Fig. 1: run 1, M2 wires
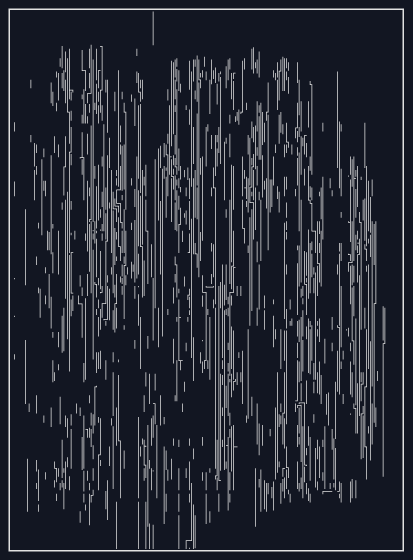
Fig. 2: run 1, signal wires on met3
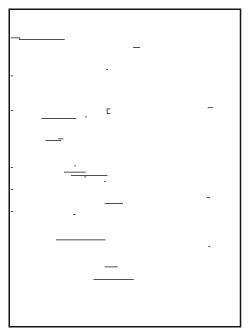
Fig. 3: run 1, signal wires on met4
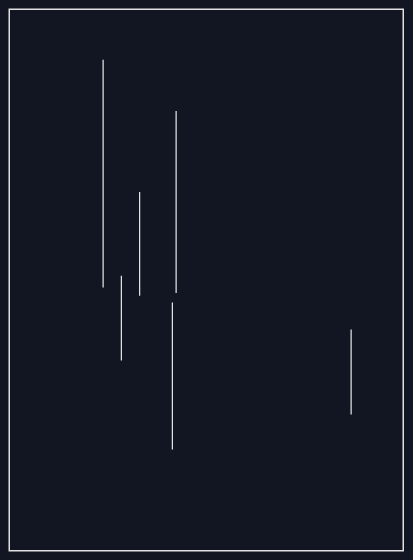
## config.mk

```make
export PLATFORM = sky130hd
export DESIGN_NAME = keypad_scanner_flat
export DESIGN_NICKNAME = d
export VERILOG_FILES = /design/src/rtl/keypad_scanner_pkg.sv /design/src/rtl/keypad_scanner_if.sv /design/src/rtl/keypad_scanner_debounce.sv /design/src/rtl/keypad_scanner.sv /design/src/flat_wrapper.sv
export SDC_FILE = /design/constraint.sdc
export NUM_CORES = 1
export LEC_CHECK = 0
export CAP_MARGIN = 25
export CORE_ASPECT_RATIO = 1.4
export CORE_MARGIN = 3
export CORE_UTILIZATION = 41
export CTS_CLUSTER_SIZE = 14
export DETAILED_ROUTE_END_ITERATION = 8
export GPL_TIMING_DRIVEN = 0
export HOLD_SLACK_MARGIN = 0.08
export MAX_ROUTING_LAYER = met4
export PLACE_DENSITY_LB_ADDON = 0.05
export SYNTH_ARGS = -nofsm -noshare
export SYNTH_HDL_FRONTEND = slang
export SYNTH_HIERARCHICAL = 1
export SYNTH_SLANG_ARGS = --single-unit
```

## constraint.sdc

```tcl
create_clock -name clk_k -period 24.2 [get_ports clk_k]
set_clock_uncertainty 0.1 [all_clocks]
set_input_delay 4.84 -clock clk_k [delete_from_list [all_inputs] [get_ports clk_k]]
set_output_delay 4.84 -clock clk_k [all_outputs]
set_load 0.05 [all_outputs]
```

## src/rtl/keypad_scanner_pkg.sv

```systemverilog
// Shared types and constants for the 4x4 keypad scanner: scan result encoding,
// key map and column strobe patterns.
package keypad_pkg;

  typedef enum logic [1:0] {
    KS_NONE  = 2'd0,
    KS_KEY   = 2'd1,
    KS_MULTI = 2'd2
  } kstate_e;

  // code is kept at zero for NONE and MULTI so whole-struct compares are exact
  typedef struct packed {
    kstate_e    kind;
    logic [3:0] code;
  } kres_t;

  localparam kres_t RES_NONE = '{kind: KS_NONE, code: 4'h0};

  // indexed by row*4 + column
  localparam logic [3:0] KEY_MAP [16] = '{
    4'h1, 4'h2, 4'h3, 4'hA,
    4'h4, 4'h5, 4'h6, 4'hB,
    4'h7, 4'h8, 4'h9, 4'hC,
    4'h0, 4'hF, 4'hE, 4'hD
  };

  localparam logic [3:0] COL_STROBE [4] = '{4'b1110, 4'b1101, 4'b1011, 4'b0111};

  function automatic kres_t classify(logic [15:0] image);
    int         n;
    logic [3:0] idx;
    kres_t      r;
    n   = 0;
    idx = 4'h0;
    for (int i = 0; i < 16; i++) begin
      if (image[i]) begin
        n   = n + 1;
        idx = 4'(i);
      end
    end
    r = RES_NONE;
    if (n == 1)
      r = '{kind: KS_KEY, code: KEY_MAP[idx]};
    else if (n > 1)
      r = '{kind: KS_MULTI, code: 4'h0};
    return r;
  endfunction

endpackage

```

## src/rtl/keypad_scanner_if.sv

```systemverilog
// Keypad-side bundle: row sense in, column strobe and key event outputs.
interface keypad_scanner_if;
  logic [3:0] row_k;
  logic [3:0] col_k;
  logic [3:0] key_code_k;
  logic       key_valid_k;
  logic       key_held_k;

  modport master (
    input  row_k,
    output col_k, key_code_k, key_valid_k, key_held_k
  );

  modport slave (
    output row_k,
    input  col_k, key_code_k, key_valid_k, key_held_k
  );
endinterface

```

## src/rtl/keypad_scanner_debounce.sv

```systemverilog
// Scan-to-scan debounce and commit logic for the keypad scanner.
// Optional auto-repeat of the held key is enabled by defining KEYPAD_REPEAT_EN.
//
// debounced state | meaning
// KS_NONE         | no key down
// KS_KEY          | exactly one key down, code in deb_q.code
// KS_MULTI        | two or more keys down, reported as no key
module keypad_debounce
  import keypad_pkg::*;
#(
  parameter int DEBOUNCE_SCANS = 4,
  parameter int REPEAT_SCANS   = 32
) (
  input  logic       clk_k,
  input  logic       rst_k,
  input  logic       scan_done,
  input  kres_t      raw,
  output logic [3:0] key_code,
  output logic       key_valid,
  output logic       key_held
);

  localparam logic [3:0] CNT_FULL = 4'(DEBOUNCE_SCANS);

  if (DEBOUNCE_SCANS < 1 || DEBOUNCE_SCANS > 15 || REPEAT_SCANS < 1) begin : g_bad_cfg
    $error("keypad_debounce: parameter out of range");
  end

  kres_t      cand_q, cand_d;
  kres_t      deb_q, deb_d;
  logic [3:0] cnt_q, cnt_d;
  logic [3:0] code_q, code_d;
  logic       pulse_q, pulse_d;
  logic       commit;

`ifdef KEYPAD_REPEAT_EN
  localparam int RW = $clog2(REPEAT_SCANS + 1);
  localparam logic [RW-1:0] REP_LAST = RW'(REPEAT_SCANS);
  logic [RW-1:0] rep_q, rep_d;
`endif

  always_ff @(posedge clk_k) begin
    if (rst_k) begin
      cand_q  <= RES_NONE;
      deb_q   <= RES_NONE;
      cnt_q   <= 4'd0;
      code_q  <= 4'h0;
      pulse_q <= 1'b0;
`ifdef KEYPAD_REPEAT_EN
      rep_q   <= '0;
`endif
    end else begin
      cand_q  <= cand_d;
      deb_q   <= deb_d;
      cnt_q   <= cnt_d;
      code_q  <= code_d;
      pulse_q <= pulse_d;
`ifdef KEYPAD_REPEAT_EN
      rep_q   <= rep_d;
`endif
    end
  end

  always_comb begin
    cand_d = cand_q;
    cnt_d  = cnt_q;
    if (scan_done) begin
      if (raw == cand_q) begin
        if (cnt_q != CNT_FULL) cnt_d = cnt_q + 4'd1;
      end else begin
        cand_d = raw;
        cnt_d  = 4'd1;
      end
    end
  end

  assign commit = scan_done && (cnt_d == CNT_FULL) && (cand_d != deb_q);

  always_comb begin
    deb_d   = deb_q;
    code_d  = code_q;
    pulse_d = 1'b0;
    if (commit) begin
      deb_d = cand_d;
      if (cand_d.kind == KS_KEY) begin
        code_d  = cand_d.code;
        pulse_d = 1'b1;
      end
    end
`ifdef KEYPAD_REPEAT_EN
    // a commit on the same edge as a repeat tick wins and restarts the interval
    rep_d = rep_q;
    if (commit) begin
      rep_d = '0;
    end else if (scan_done && deb_q.kind == KS_KEY) begin
      if (rep_q + 1'b1 == REP_LAST) begin
        rep_d   = '0;
        pulse_d = 1'b1;
      end else begin
        rep_d = rep_q + 1'b1;
      end
    end
`endif
  end

  always_comb begin
    key_code  = code_q;
    key_valid = pulse_q;
    key_held  = (deb_q.kind == KS_KEY);
  end

endmodule

```

## src/rtl/keypad_scanner.sv

```systemverilog
// 4x4 matrix keypad scanner: column strobe, row synchroniser, scan capture and
// classification; debounce lives in keypad_debounce. Auto-repeat: KEYPAD_REPEAT_EN.
module keypad_scanner
  import keypad_pkg::*;
#(
  parameter int SCAN_DIV       = 1000,
  parameter int DEBOUNCE_SCANS = 4,
  parameter int REPEAT_SCANS   = 32
) (
  input  logic             clk_k,
  input  logic             rst_k,
  keypad_scanner_if.master kp
);

  localparam int DW = $clog2(SCAN_DIV);

  if (SCAN_DIV < 4) begin : g_bad_div
    $error("keypad_scanner: SCAN_DIV must be at least 4");
  end

  logic [DW-1:0] dwell;
  logic [1:0]    col_idx;
  logic [3:0]    row_s1, row_s2;
  logic [15:0]   image;
  logic          scan_done;
  logic          dwell_last;
  kres_t         raw;

  assign dwell_last = (dwell == DW'(SCAN_DIV - 1));

  always_ff @(posedge clk_k) begin
    if (rst_k) begin
      dwell     <= '0;
      col_idx   <= 2'd0;
      row_s1    <= 4'hF;
      row_s2    <= 4'hF;
      image     <= 16'h0000;
      scan_done <= 1'b0;
    end else begin
      row_s1    <= kp.row_k;
      row_s2    <= row_s1;
      scan_done <= dwell_last && (col_idx == 2'd3);
      if (dwell_last) begin
        dwell   <= '0;
        col_idx <= col_idx + 2'd1;
        // rows are active-low; a set image bit means the key is down
        for (int r = 0; r < 4; r++)
          image[{2'(r), col_idx}] <= ~row_s2[r];
      end else begin
        dwell <= dwell + 1'b1;
      end
    end
  end

  assign kp.col_k = COL_STROBE[col_idx];

  always_comb begin
    raw = classify(image);
  end

  keypad_debounce #(
    .DEBOUNCE_SCANS (DEBOUNCE_SCANS),
    .REPEAT_SCANS   (REPEAT_SCANS)
  ) u_debounce (
    .clk_k     (clk_k),
    .rst_k     (rst_k),
    .scan_done (scan_done),
    .raw       (raw),
    .key_code  (kp.key_code_k),
    .key_valid (kp.key_valid_k),
    .key_held  (kp.key_held_k)
  );

endmodule

```

## src/flat_wrapper.sv

```systemverilog
// flat-port wrapper written by rule: the top's interface ports become plain ports
module keypad_scanner_flat import keypad_pkg::*;
#(
  parameter int SCAN_DIV       = 1000,
  parameter int DEBOUNCE_SCANS = 4,
  parameter int REPEAT_SCANS   = 32
)
  (clk_k, rst_k, kp_row_k, kp_col_k, kp_key_code_k, kp_key_valid_k, kp_key_held_k);
  keypad_scanner_if kp_i ();
  input  logic clk_k;
  input  logic rst_k;
  input wire logic [$bits(kp_i.row_k)-1:0] kp_row_k;
  output wire logic [$bits(kp_i.col_k)-1:0] kp_col_k;
  output wire logic [$bits(kp_i.key_code_k)-1:0] kp_key_code_k;
  output wire logic [$bits(kp_i.key_valid_k)-1:0] kp_key_valid_k;
  output wire logic [$bits(kp_i.key_held_k)-1:0] kp_key_held_k;
  assign kp_i.row_k = kp_row_k;
  assign kp_col_k = kp_i.col_k;
  assign kp_key_code_k = kp_i.key_code_k;
  assign kp_key_valid_k = kp_i.key_valid_k;
  assign kp_key_held_k = kp_i.key_held_k;
  keypad_scanner #(.SCAN_DIV(SCAN_DIV), .DEBOUNCE_SCANS(DEBOUNCE_SCANS), .REPEAT_SCANS(REPEAT_SCANS)) u_core (.clk_k(clk_k), .rst_k(rst_k), .kp(kp_i));
endmodule
```

==> impl_metrics.env, run 1 <==
# physical design summary
export IMPL_final_area_mm2=0.00562
export IMPL_grt_pass1_vias=4079
export IMPL_seq_area_share_pct=20.7
export IMPL_top_cell="nor2_1"
export IMPL_fp_util_pct=42.9
export IMPL_status="finished, final reports clean"
export IMPL_p_total_mw=0.240
export IMPL_whs_ns=0.302
export IMPL_largest_class="multi-input combinational cells"
export IMPL_regArea_mm2=0.00116
export IMPL_ff_count=58
export IMPL_grt_antenna_before_repair=0
export IMPL_dieHeight_um=136
export IMPL_wl_met2_um=6050
export IMPL_ff_type="dfxtp_1"
export IMPL_drive_above_1_share_pct=11.8
export IMPL_yosys_area_mm2=0.00496
export IMPL_synth_largest_area_cell="dfxtp_1"
export IMPL_final_antenna_net_count=0
export IMPL_root_buffer="clkbuf_16"
export IMPL_rrSetupSlack_ns=11.78
export IMPL_worst_path_buf_inv=3
export IMPL_top_layer="met4"
export IMPL_whs_path_depth=1
export IMPL_die_area_mm2=0.0135
export IMPL_hp_class="reg2reg"
export IMPL_cp_end_kind="flop"
Notes on Fig. 1 above:
longest straight run	49.0 µm
nets with wire on the layer	551
via count: 4,176
routed wire length: 11,200 µm

Notes on Fig. 2 above:
share of all routed wire	1.2%
nets with wire on the layer	17
grt met3 use: 2.36%

Notes on Fig. 3 above:
longest straight run	57.1 µm
main direction	vertical
wire length on this layer	207 µm
nets with wire on the layer	6

==> run 1: cell families after synthesis <==
logic type	share of synthesized area, %
compound gates	16.8
mux	5.22
buf+inv	4.89
fa+ha+maj	7.21
simple gates	26.1
flops	23.4
xor+xnor	16.4
==> run 1: cell usage in the layout (no fill, tap or decap), types with 8 or more instances in the layout <==
cell type,count
nand3_1,13
dfxtp_1,58
o21ai_0,13
nor2b_1,18
or2_2,13
nor3_1,12
and3_1,9
xnor2_1,35
mux2i_1,15
xor2_1,25
nor2_1,68
or3_1,8
nand2_1,39
a21oi_1,43
nand2b_1,10
ha_1,27
clkbuf_1,18
clkbuf_16,9
clkdlybuf4s50_1,15
inv_1,29
Fig. 4: run 1, metal 1
The bar under the picture is 20 µm long.
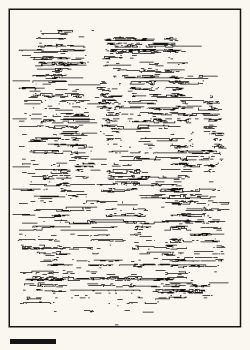

==> run 2: changes to the inputs <==
==> constraint.sdc (replaced) <==
create_clock -name clk_k -period 10.24 [get_ports clk_k]
set_clock_uncertainty 0.1 [all_clocks]
set_input_delay 2.048 -clock clk_k [delete_from_list [all_inputs] [get_ports clk_k]]
set_output_delay 2.048 -clock clk_k [all_outputs]
set_load 0.05 [all_outputs]
Fig. 5: run 2, metal 1
The bar under the picture is 20 µm long.
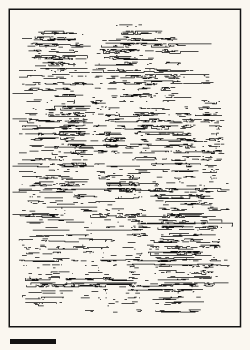
nets with wire on the layer	685
share of all routed wire	41%
main direction	horizontal
wire length on this layer	5,350 µm
longest straight run	27.1 µm
routed wire length: 12,900 µm
via count: 4,552

==> impl_metrics.env, run 2 <==
# physical design summary
export IMPL_top_cell="nor2_1"
export IMPL_dr_pass1_iters=5
export IMPL_setup_viol=8
export IMPL_cp_end_kind="flop"
export IMPL_ys_seq_share_pct=23.4
export IMPL_synth_largest_area_cell="dfxtp_1"
export IMPL_use_met3_pct=2.41
export IMPL_whs_path_depth=1
export IMPL_layout_cells_most_common_list="66 x nor2_1, 61 x buf_4, 55 x dfxtp_1, 38 x a21oi_1, 33 x xnor2_1"
export IMPL_hp_class="reg2reg"
export IMPL_grt_pass1_vias=4457
export IMPL_die_area_mm2=0.0135
export IMPL_worst_ir_drop_vdd_mv=0.137
export IMPL_rrSetupSlack_ns=-0.1
export IMPL_ff_type="dfxtp_1"
export IMPL_p_total_mw=0.525
export IMPL_path_max_fanout=6
export IMPL_max_freq_mhz=96.7
export IMPL_violations="setup timing"
export IMPL_drive_above_1_share_pct=31.1
export IMPL_tns_ns=-0.633
export IMPL_cpMaxStageDelayCell="a2111o_2"
export IMPL_synthTopCellsByArea="dfxtp_1 23%, ha_1 6.8%, xnor2_1 6.2%"
export IMPL_cts_resized=43
export IMPL_layout_setup_ws_ns=-0.0991
export IMPL_wl_met2_um=7060
export IMPL_final_antenna_net_count=0
export IMPL_root_buffer="clkbuf_16"
export IMPL_status="finished, violations left"
export IMPL_ys_ff=58
export IMPL_grt_busiest_layer="met2"
export IMPL_final_area_mm2=0.00674
export IMPL_fill_cells=1041
export IMPL_slew_headroom_pct=32.4
export IMPL_clock_power_mw=0.286
export IMPL_worst_path_buf_inv=3
export IMPL_grt_antenna_before_repair=0
export IMPL_yosys_area_mm2=0.00496
export IMPL_fp_util_pct=42.9
export IMPL_crit_start="u_core/image[1]"
export IMPL_min_period_over_period_pct=101
export IMPL_fin_cells=844
export IMPL_top_layer="met4"
export IMPL_layout_top_cell="nor2_1"
export IMPL_dieHeight_um=136
Fig. 6: run 2, M2 wires
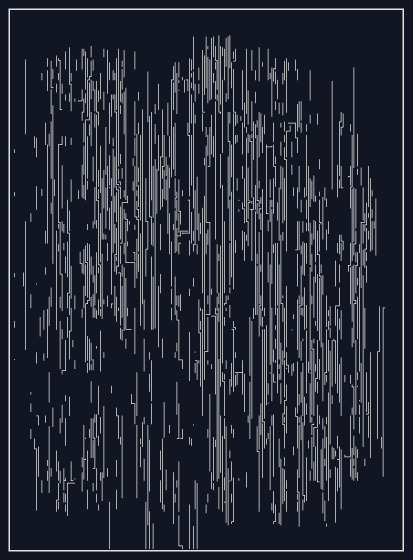
longest straight run	49.0 µm
wire length on this layer	7,060 µm
grt met2 use: 36.2%

==> run 2: cell counts after synthesis <==
Identical to the previous run, type by type.
==> run 2: cell families after synthesis <==
kind of cell | after synthesis | synth area share [%]
xor gates and xnor gates | 74 | 16.4
adders and majority gates | 29 | 7.21
AOI/OAI and AO/OA | 119 | 16.8
buffers and inverters | 57 | 4.89
DFF | 58 | 23.4
muxes | 24 | 5.22
and+or+nand+nor | 241 | 26.1
==> run 2: area by class of cell <==
type	instances	area (µm²)	share of cell area [%]
Clock buffer	10	229	3.40
Sequential cell	58	1170	17.4
Buffer	25	126	1.87
Timing Repair Buffer	84	707	10.5
Multi-Input combinational cell	487	4150	61.6
Inverter	31	121	1.80
Tap cell	144	180	2.67
Clock inverter	5	56.3	0.835
